## src/rtl/serial_double_dabble_if.sv

```systemverilog
// Handshake and result bundle between serial_double_dabble and its controller/upstream PISO.
// The overflow signal exists only when DD_OVERFLOW_EN is defined.
interface serial_double_dabble_if #(
  parameter int N_DIGITS = 3
);
  logic                  start;
  logic                  serial_in;
  logic                  src_mode;
  logic                  busy;
  logic                  done;
  logic [4*N_DIGITS-1:0] bcd_out;
`ifdef DD_OVERFLOW_EN
  logic                  overflow;

  modport master (output start, serial_in, input src_mode, busy, done, bcd_out, overflow);
  modport slave  (input start, serial_in, output src_mode, busy, done, bcd_out, overflow);
`else
  modport master (output start, serial_in, input src_mode, busy, done, bcd_out);
  modport slave  (input start, serial_in, output src_mode, busy, done, bcd_out);
`endif
endinterface

```

## src/rtl/serial_double_dabble.sv

```systemverilog
// Serial shift-and-add-3 binary-to-BCD converter fed MSB first by an upstream PISO.
// Optional sticky overflow output when DD_OVERFLOW_EN is defined.
module serial_double_dabble #(
  parameter int N_BITS   = 8,
  parameter int N_DIGITS = 3
) (
  input  logic                 clk,
  input  logic                 clear,
  serial_double_dabble_if.slave bus
);
  localparam int W  = 4 * N_DIGITS;
  localparam int CW = $clog2(N_BITS + 1);
  localparam logic [CW-1:0] LAST_CNT = CW'(N_BITS - 1);

  localparam logic [1:0] IDLE  = 2'd0;
  localparam logic [1:0] SHIFT = 2'd1;
  localparam logic [1:0] DONE  = 2'd2;

  logic [1:0]    state;
  logic [W-1:0]  acc;
  logic [W-1:0]  adj;
  logic [W-1:0]  next_acc;
  logic [W-1:0]  bcd_q;
  logic [CW-1:0] cnt;

  // Each digit is corrected on its own; no carry ripples between digits.
  always_comb begin
    adj = acc;
    for (int d = 0; d < N_DIGITS; d++) begin
      if (acc[4*d +: 4] >= 4'd5) begin
        adj[4*d +: 4] = acc[4*d +: 4] + 4'd3;
      end
    end
  end

  assign next_acc = {adj[W-2:0], bus.serial_in};

  always_ff @(posedge clk or posedge clear) begin
    if (clear) begin
      state <= IDLE;
      acc   <= '0;
      cnt   <= '0;
      bcd_q <= '0;
    end else begin
      case (state)
        IDLE: begin
          if (bus.start) begin
            acc   <= '0;
            cnt   <= '0;
            state <= SHIFT;
          end
        end
        SHIFT: begin
          acc <= next_acc;
          cnt <= cnt + CW'(1);
          // The final shift result goes straight to the output register, unadjusted.
          if (cnt == LAST_CNT) begin
            bcd_q <= next_acc;
            state <= DONE;
          end
        end
        DONE:    state <= IDLE;
        default: state <= IDLE;
      endcase
    end
  end

`ifdef DD_OVERFLOW_EN
  logic ovf_flag;
  logic ovf_q;

  always_ff @(posedge clk or posedge clear) begin
    if (clear) begin
      ovf_flag <= 1'b0;
      ovf_q    <= 1'b0;
    end else begin
      if (state == IDLE && bus.start) begin
        ovf_flag <= 1'b0;
      end else if (state == SHIFT) begin
        ovf_flag <= ovf_flag | adj[W-1];
        if (cnt == LAST_CNT) begin
          ovf_q <= ovf_flag | adj[W-1];
        end
      end
    end
  end

  assign bus.overflow = ovf_q;
`endif

  assign bus.src_mode = (state != SHIFT);
  assign bus.busy     = (state == SHIFT);
  assign bus.done     = (state == DONE);
  assign bus.bcd_out  = bcd_q;
endmodule

```

## src/flat_wrapper.sv

```systemverilog
// flat-port wrapper written by rule: the top's interface ports become plain ports
module serial_double_dabble_flat 
#(
  parameter int N_BITS   = 8,
  parameter int N_DIGITS = 3
)
  (clk, clear, bus_start, bus_serial_in, bus_src_mode, bus_busy, bus_done, bus_bcd_out);
  serial_double_dabble_if #(.N_DIGITS(N_DIGITS)) bus_i ();
  input  logic clk;
  input  logic clear;
  input wire logic [$bits(bus_i.start)-1:0] bus_start;
  input wire logic [$bits(bus_i.serial_in)-1:0] bus_serial_in;
  output wire logic [$bits(bus_i.src_mode)-1:0] bus_src_mode;
  output wire logic [$bits(bus_i.busy)-1:0] bus_busy;
  output wire logic [$bits(bus_i.done)-1:0] bus_done;
  output wire logic [$bits(bus_i.bcd_out)-1:0] bus_bcd_out;
  assign bus_i.start = bus_start;
  assign bus_i.serial_in = bus_serial_in;
  assign bus_src_mode = bus_i.src_mode;
  assign bus_busy = bus_i.busy;
  assign bus_done = bus_i.done;
  assign bus_bcd_out = bus_i.bcd_out;
  serial_double_dabble #(.N_BITS(N_BITS), .N_DIGITS(N_DIGITS)) u_core (.clk(clk), .clear(clear), .bus(bus_i));
endmodule
```

## config.mk

```make
export PLATFORM = sky130hd
export DESIGN_NAME = serial_double_dabble_flat
export DESIGN_NICKNAME = d
export VERILOG_FILES = /design/src/rtl/serial_double_dabble_if.sv /design/src/rtl/serial_double_dabble.sv /design/src/flat_wrapper.sv
export SDC_FILE = /design/constraint.sdc
export NUM_CORES = 1
export LEC_CHECK = 0
export CAP_MARGIN = 20
export CORE_MARGIN = 5
export CORE_UTILIZATION = 55
export CTS_BUF_LIST = sky130_fd_sc_hd__clkbuf_4 sky130_fd_sc_hd__clkbuf_8
export DETAILED_ROUTE_END_ITERATION = 10
export GPL_ROUTABILITY_DRIVEN = 0
export PLACE_DENSITY_LB_ADDON = 0.1
export SLEW_MARGIN = 20
export SYNTH_ARGS = -nofsm -noshare
export SYNTH_HDL_FRONTEND = slang
export SYNTH_SLANG_ARGS = --single-unit
export TNS_END_PERCENT = 30
```

## constraint.sdc

```tcl
create_clock -name clk -period 3.23 [get_ports clk]
set_clock_uncertainty 0.15 [all_clocks]
set_input_delay 0.8075 -clock clk [delete_from_list [all_inputs] [get_ports clk]]
set_output_delay 0.8075 -clock clk [all_outputs]
set_load 0.05 [all_outputs]
```

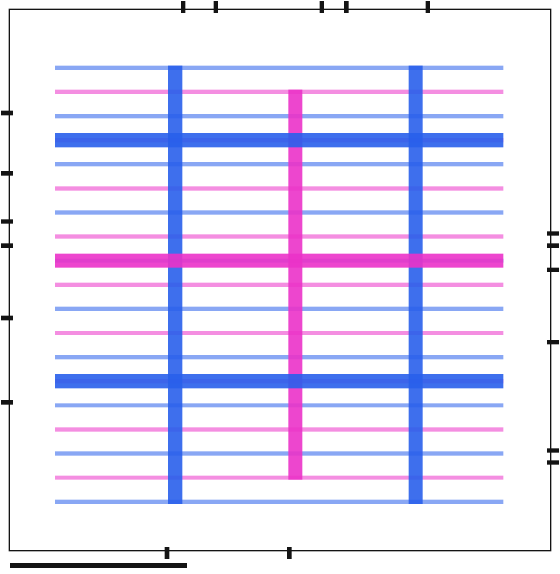
(run_1/pdn.png)
Scale bar: 20 um. Pins as bars on the die edge.
legend:
  VDD:
    colour: magenta
  VSS:
    colour: blue
met4 straps: 3
met5 straps: 3
met1 rails: 19
rows: 18
Horiz. Die Dim: 60.93 um
core area: 0.002477 sq mm

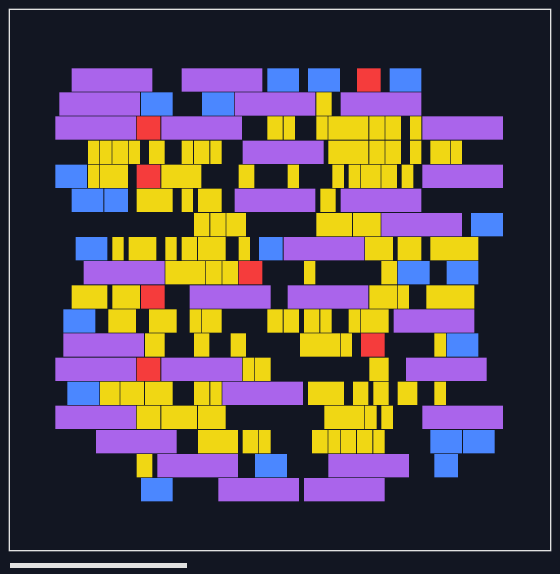
(run_1/cell_classes.png)
Scale bar: 20 um.
legend:
  all other logic:
    colour: yellow
    cells: 104
  clock drivers and dummy loads:
    colour: red
    cells: 7
  flops:
    colour: purple
    cells: 30
  other buffers and delay cells:
    colour: blue
    cells: 21
Final Cell Area: 0.001690 sq mm
Rows: 18

==> results.yml, run 1 <==
# physical design summary
run_status:
  status: "finished, final reports clean"
finish:
  nFillCells: 201
  comb_area_sq_um: 611.8
  antenna_cells: 0
  lay_top_count: "dfrtp_1"
global_route:
  grt_pass1_vias: 1105
placement:
  postPlaceCellArea_sq_mm: 0.001638
power:
  sw_frac_of_total_pct: 45.34
  p_switching_mw: 0.8944
  p_seq_mw: 0.685
  p_int_mw: 1.078
timing:
  tightest_slew_ps: 684.5
  holdWs_ps: 342.1
  post-route-period-util_pct: 92.26
  fin_ws_ps: 250.0
synth:
  yosysSeqAreaShare_pct: 52.63
  synth_area_per_cell_sq_um: 10.34
  adder_share_pct: 6.140
  ys_sh_xor_pct: 1.842
  yosys.area_share.simple_pct: 14.21
hold_path:
  min_from: "u_core.bus.bcd_out[0]"
cts:
  clockRootBuffer: "clkbuf_4"
detailed_routing:
  met2_length_um: 1443
  wl_met1_um: 1232
  drcViolationCount: 0
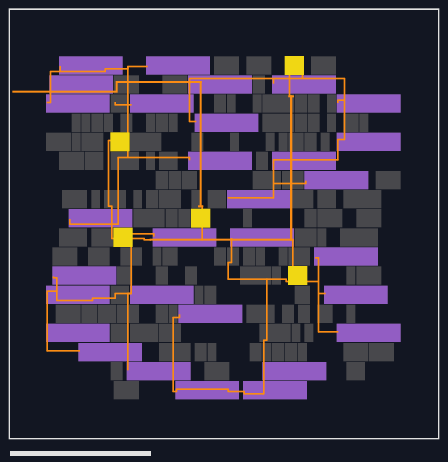
(run_1/clock_map.png)
Scale bar: 20 um.
legend:
  cells driving clock nets:
    colour: yellow
    count: 5
  flip-flops:
    colour: purple
    count: 30
  clock wires:
    colour: orange
    length: 387 um
flops lie: widely spread

-- run 1: metal layers --
layer | vias to the layer above | global-route usage (%)
li1 | 518 | -
met1 | 530 | 21.19
met2 | 16 | 30.38
met3 | 4 | 4.043
met4 | 0 | 8.359
met5 | - | 0
-- run 1: worst max-delay path: stages (launching register included) --
cell and delay (ps):
dfrtp_1 420, nand2b_1 330, inv_1 150, clkdlybuf4s50_1 810
-- run 1: registers in the layout, indices dropped and copies added, names as in the netlist --
name	count
u_core.acc	12
u_core.state	2
u_core.cnt	4
u_core.bus.bcd_out	12
-- run 1: final cells by class --
type	instances	area share, %
well taps	30	2.221
repair buffers	21	11.99
clock buffers	7	3.109
flip-flops and latches	30	44.41
multi-input cells	95	36.20
inverters	9	2.073
-- run 1: stage by stage --
| stage | cells | util (%) |
|---|---|---|
| final | 192 | 68.23 |
| after detailed placement | 185 | 66.11 |
| after CTS | 192 | 68.23 |
| after floorplan | 138 | - |
| after global placement | 185 | 66.11 |
| after global routing | 192 | 68.23 |
-- run 1: synthesized netlist by cell type, drive strengths merged --
library cell	count	area share (%)
a21o	1	0.53
a21oi	5	1.8
a22o	6	3.7
a31oi	3	1.3
and2b	1	0.53
buf	3	1.8
clkbuf	1	0.26
clkinv	1	0.35
dfrtp	30	53
ha	7	6.1
inv	8	2.1
mux2	6	5.3
nand2	20	5.3
nand2b	4	1.8
nand3	1	0.35
nand4b	1	0.61
nor2	6	1.6
nor2b	1	0.44
nor3	4	1.4
nor3b	2	1.1
o21ai	21	7.4
o21bai	1	0.79
or2	1	0.61
or3b	1	0.61
xnor2	3	1.8
==> run_1/metal_stack.png <==
Two of the layers only.
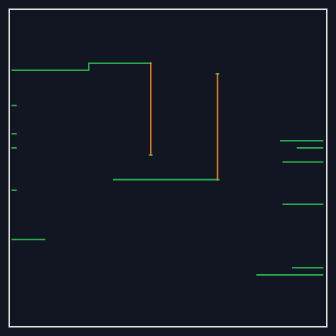

--- run 2 (diff from run 1) ---
--- a/config.mk
+++ b/config.mk
@@ -8,7 +8,7 @@
 export CAP_MARGIN = 20
 export CORE_MARGIN = 5
 export CORE_UTILIZATION = 55
-export CTS_BUF_LIST = sky130_fd_sc_hd__clkbuf_4 sky130_fd_sc_hd__clkbuf_8
+export CTS_BUF_LIST = sky130_fd_sc_hd__clkbuf_16
 export DETAILED_ROUTE_END_ITERATION = 10
 export GPL_ROUTABILITY_DRIVEN = 0
 export PLACE_DENSITY_LB_ADDON = 0.1
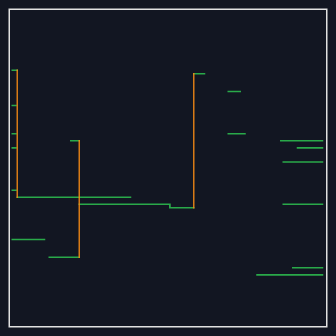
(run_2/metal_stack.png)
Two of the layers only.
legend:
  met4:
    colour: orange
    wire_length: 72.8 um
  met3:
    colour: green
    wire_length: 116 um

==> run 2 against run 1 <==
Against the previous run:
- die area stayed put
- fmax is 1.9% higher
- largest power group unchanged
- critical path type unchanged
- critical endpoint unchanged
- total power is 10% higher
==> results.yml, run 2 <==
# physical design summary
finish:
  lay_top_count: "dfrtp_1"
  utilization_pct: 71.46
  postLayoutCellArea_sq_mm: 0.001770
  antenna_cells: 0
  final_cells: 192
cts:
  clockRootBuffer: "clkbuf_16"
worst_setup_path:
  cp_num_cells: 3
  cp_slowest_cell: "clkdlybuf4s50_1"
  path_cells: "nand2b_1 > inv_1 > clkdlybuf4s50_1"
  cp_num_buf_inv: 2
run_status:
  status: "finished, final reports clean"
detailed_routing:
  drcViolationCount: 0
synth:
  top_cell_area_share_pct: 52.63
  ys.flop_type: "dfrtp_1"
  edf_count: 0
  adder_share_pct: 6.140
  synth_area_per_cell_sq_um: 10.34
  synth_top_cell_by_count: "dfrtp_1"
  top_cells_by_area: "dfrtp_1 53%, o21ai_0 7.4%, ha_1 6.1%"
placement:
  dp_cells: 185
global_route:
  grt_pass1_vias: 1113
timing:
  fin_ws_ps: 304.7
  holdWs_ps: 332.7
  post-route-period-util_pct: 90.57
power:
  sw_frac_of_total_pct: 42.32
  p_int_mw: 1.256
floorplan:
  coreArea_sq_mm: 0.002477
  chipWidth_um: 60.93
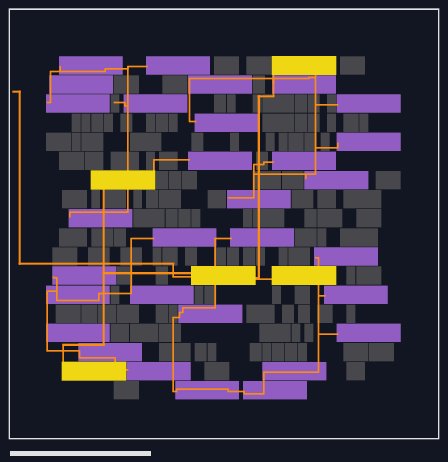
(run_2/clock_map.png)
Scale bar: 20 um.
legend:
  cells driving clock nets:
    colour: yellow
    count: 5
  flip-flops:
    colour: purple
    count: 30
  clock wires:
    colour: orange
    length: 400 um
flops lie: widely spread
routed clock nets: 6
P_clk: 0.419 mW
Clock power frac: 19.3%
worst skew pair latency: 270 ps

==> run 2: cell counts after synthesis <==
Identical to the previous run, type by type.
==> run 2: power groups by stage <==
stage | sequential, mW | combinational [mW] | clock [mW]
after floorplan | 0.896 | 0.562 | 0
after global placement | 0.680 | 1.05 | 0
after detailed placement | 0.690 | 1.08 | 0
after CTS | 0.686 | 1.08 | 0.429
after global routing | 0.711 | 1.18 | 0.444
final | 0.688 | 1.07 | 0.419
==> run 2: final cells by class <==
class / instances / area (sq um)
sequential: 30 / 750.7
fill: 192 / 706.9
multi-input combinational: 95 / 611.8
timing repair buffer: 21 / 202.7
clock buffer: 5 / 125.1
tap: 30 / 37.54
inverter: 9 / 35.03
clock inverter: 2 / 7.507
==> run 2: layer usage <==
metal | part of all wire (%) | track usage [%] | wire length [um]
met1 | 44 | 21.16 | 1256
met4 | 2.5 | 11.76 | 72
met3 | 4.0 | 4.894 | 115
met5 | 0 | 0 | 0
met2 | 50 | 30.99 | 1423
==> run 2: worst min path at each step <==
stage                                from               endpoint  cells after the start
detailed placement  u_core.bus.bcd_out[0]  u_core.bus.bcd_out[0]                      2
finish              u_core.bus.bcd_out[0]  u_core.bus.bcd_out[0]                      2
CTS                 u_core.bus.bcd_out[0]  u_core.bus.bcd_out[0]                      2
floorplan                   u_core.cnt[2]          u_core.cnt[2]                      1
global placement    u_core.bus.bcd_out[0]  u_core.bus.bcd_out[0]                      2
global route        u_core.bus.bcd_out[4]  u_core.bus.bcd_out[4]                      2
==> run 2: logic make-up after synthesis <==
| kind of cell | count (synthesis) |
|---|---|
| AND/OR/NAND/NOR | 42 |
| buffers and inverters | 13 |
| adder cells (fa/ha/maj) | 7 |
| flip-flops | 30 |
| multiplexers | 6 |
| XOR/XNOR | 3 |
| AND-OR/OR-AND | 37 |
--- run 3 (diff from run 2) ---
--- a/config.mk
+++ b/config.mk
@@ -9,6 +9,7 @@
 export CORE_MARGIN = 5
 export CORE_UTILIZATION = 55
 export CTS_BUF_LIST = sky130_fd_sc_hd__clkbuf_16
+export CTS_CLUSTER_SIZE = 10
 export DETAILED_ROUTE_END_ITERATION = 10
 export GPL_ROUTABILITY_DRIVEN = 0
 export PLACE_DENSITY_LB_ADDON = 0.1
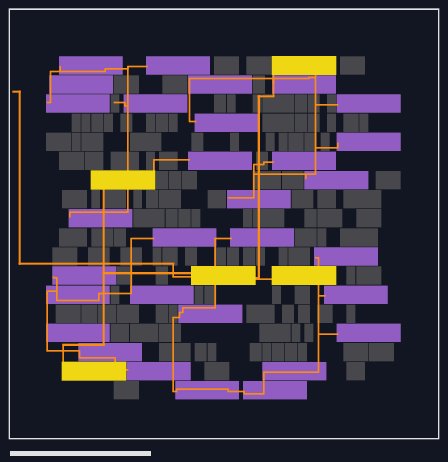
(run_3/clock_map.png)
Scale bar: 20 um.
legend:
  flip-flops:
    colour: purple
    count: 30
  cells driving clock nets:
    colour: yellow
    count: 5
  clock wires:
    colour: orange
    length: 400 um
routed clock nets: 6
flops lie: widely spread

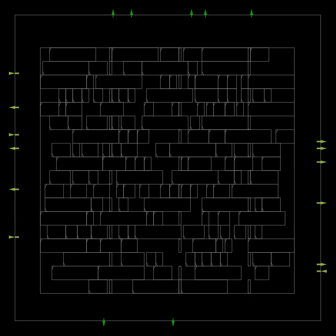
(run_3/final_placement.png)
flop share of the area: 42.40%
final core occ: 71.46%
Flops: 30

==> run 3 against run 2 <==
Against the previous run:
- cell area unchanged
- non-clock buffer count unchanged
- critical path depth unchanged
- via count unchanged
- sequential share of layout area unchanged
- synthesized cell count unchanged
- die area did not move
- setup slack unchanged
- critical path type unchanged
- critical endpoint unchanged
==> results.yml, run 3 <==
# physical design summary
run_status:
  status: "finished, final reports clean"
finish:
  nFillCells: 192
  lay_top_count: "dfrtp_1"
  antenna_cells: 0
hold_path:
  min_from: "u_core.bus.bcd_out[0]"
worst_setup_path:
  cp_num_buf_inv: 2
power:
  pg_comb_mw: 1.07
  p_int_mw: 1.256
  p_seq_mw: 0.688
  power_leader: "combinational cells"
  p_clk_share_pct: 19.3
  pg_clk_mw: 0.419
global_route:
  grt_pass1_vias: 1113
floorplan:
  chipWidth_um: 60.93
  coreArea_sq_mm: 0.002477
cts:
  clockRootBuffer: "clkbuf_16"
  clock_latency_ps: 270
synth:
  edf_count: 0
  top_cells_by_area: "dfrtp_1 53%, o21ai_0 7.4%, ha_1 6.1%"
  ys.flop_type: "dfrtp_1"
  top_cell_area_share_pct: 52.63
placement:
  dp_cells: 185
timing:
  post-route-period-util_pct: 90.57
detailed_routing:
  drcViolationCount: 0
run 3: kinds of logic after synthesis:
family	share of synthesized area (%)
compound gates	15.44
xor+xnor	1.842
fa+ha+maj	6.140
buf+inv	4.473
flops	52.63
mux	5.263
simple gates	14.21
run 3: cell type report:
cell class	count	area, sq um	area share (%)
clock buffer	5	125.1	7.067
inverter	9	35.03	1.979
tap	30	37.54	2.120
multi-input combinational	95	611.8	34.56
clock inverter	2	7.507	0.4240
sequential	30	750.7	42.40
timing repair buffer	21	202.7	11.45
run 3: path summary, 6_finish.rpt:
kind	end	slack, ps	cells past startpoint
setup / recovery	bus_busy	300	3
hold / removal	u_core.bus.bcd_out[0]	330	2
setup reg to reg	u_core.bus.bcd_out[1]	1370	5
hold reg to reg	u_core.bus.bcd_out[0]	330	2
max in group asynchronous	u_core.cnt[1]	1870	3
min in group asynchronous	u_core.bus.bcd_out[9]	780	3
run 3: routing by layer:
| metal | track usage, % | wire (um) |
|---|---|---|
| met3 | 4.894 | 115 |
| met4 | 11.76 | 72 |
| met5 | 0 | 0 |
| met1 | 21.16 | 1256 |
| met2 | 30.99 | 1423 |
run 3: worst min-delay path: cells and delay by family (launching register included):
kind / cells / cell delay (ps)
flip-flops: 1 / 340
AND/OR/NAND/NOR: 2 / 110
run 3: through the flow:
| step | power [mW] | hold WS, ps | setup WS [ps] |
|---|---|---|---|
| after floorplan | 1.458 | 322.7 | 1117 |
| after global placement | 1.725 | 316.5 | 617.6 |
| after detailed placement | 1.767 | 323.0 | 609.0 |
| after CTS | 2.198 | 338.5 | 301.9 |
| after global routing | 2.333 | 376.9 | 224.3 |
| final | 2.177 | 332.7 | 304.7 |
Power and IR drop assume default switching activity.
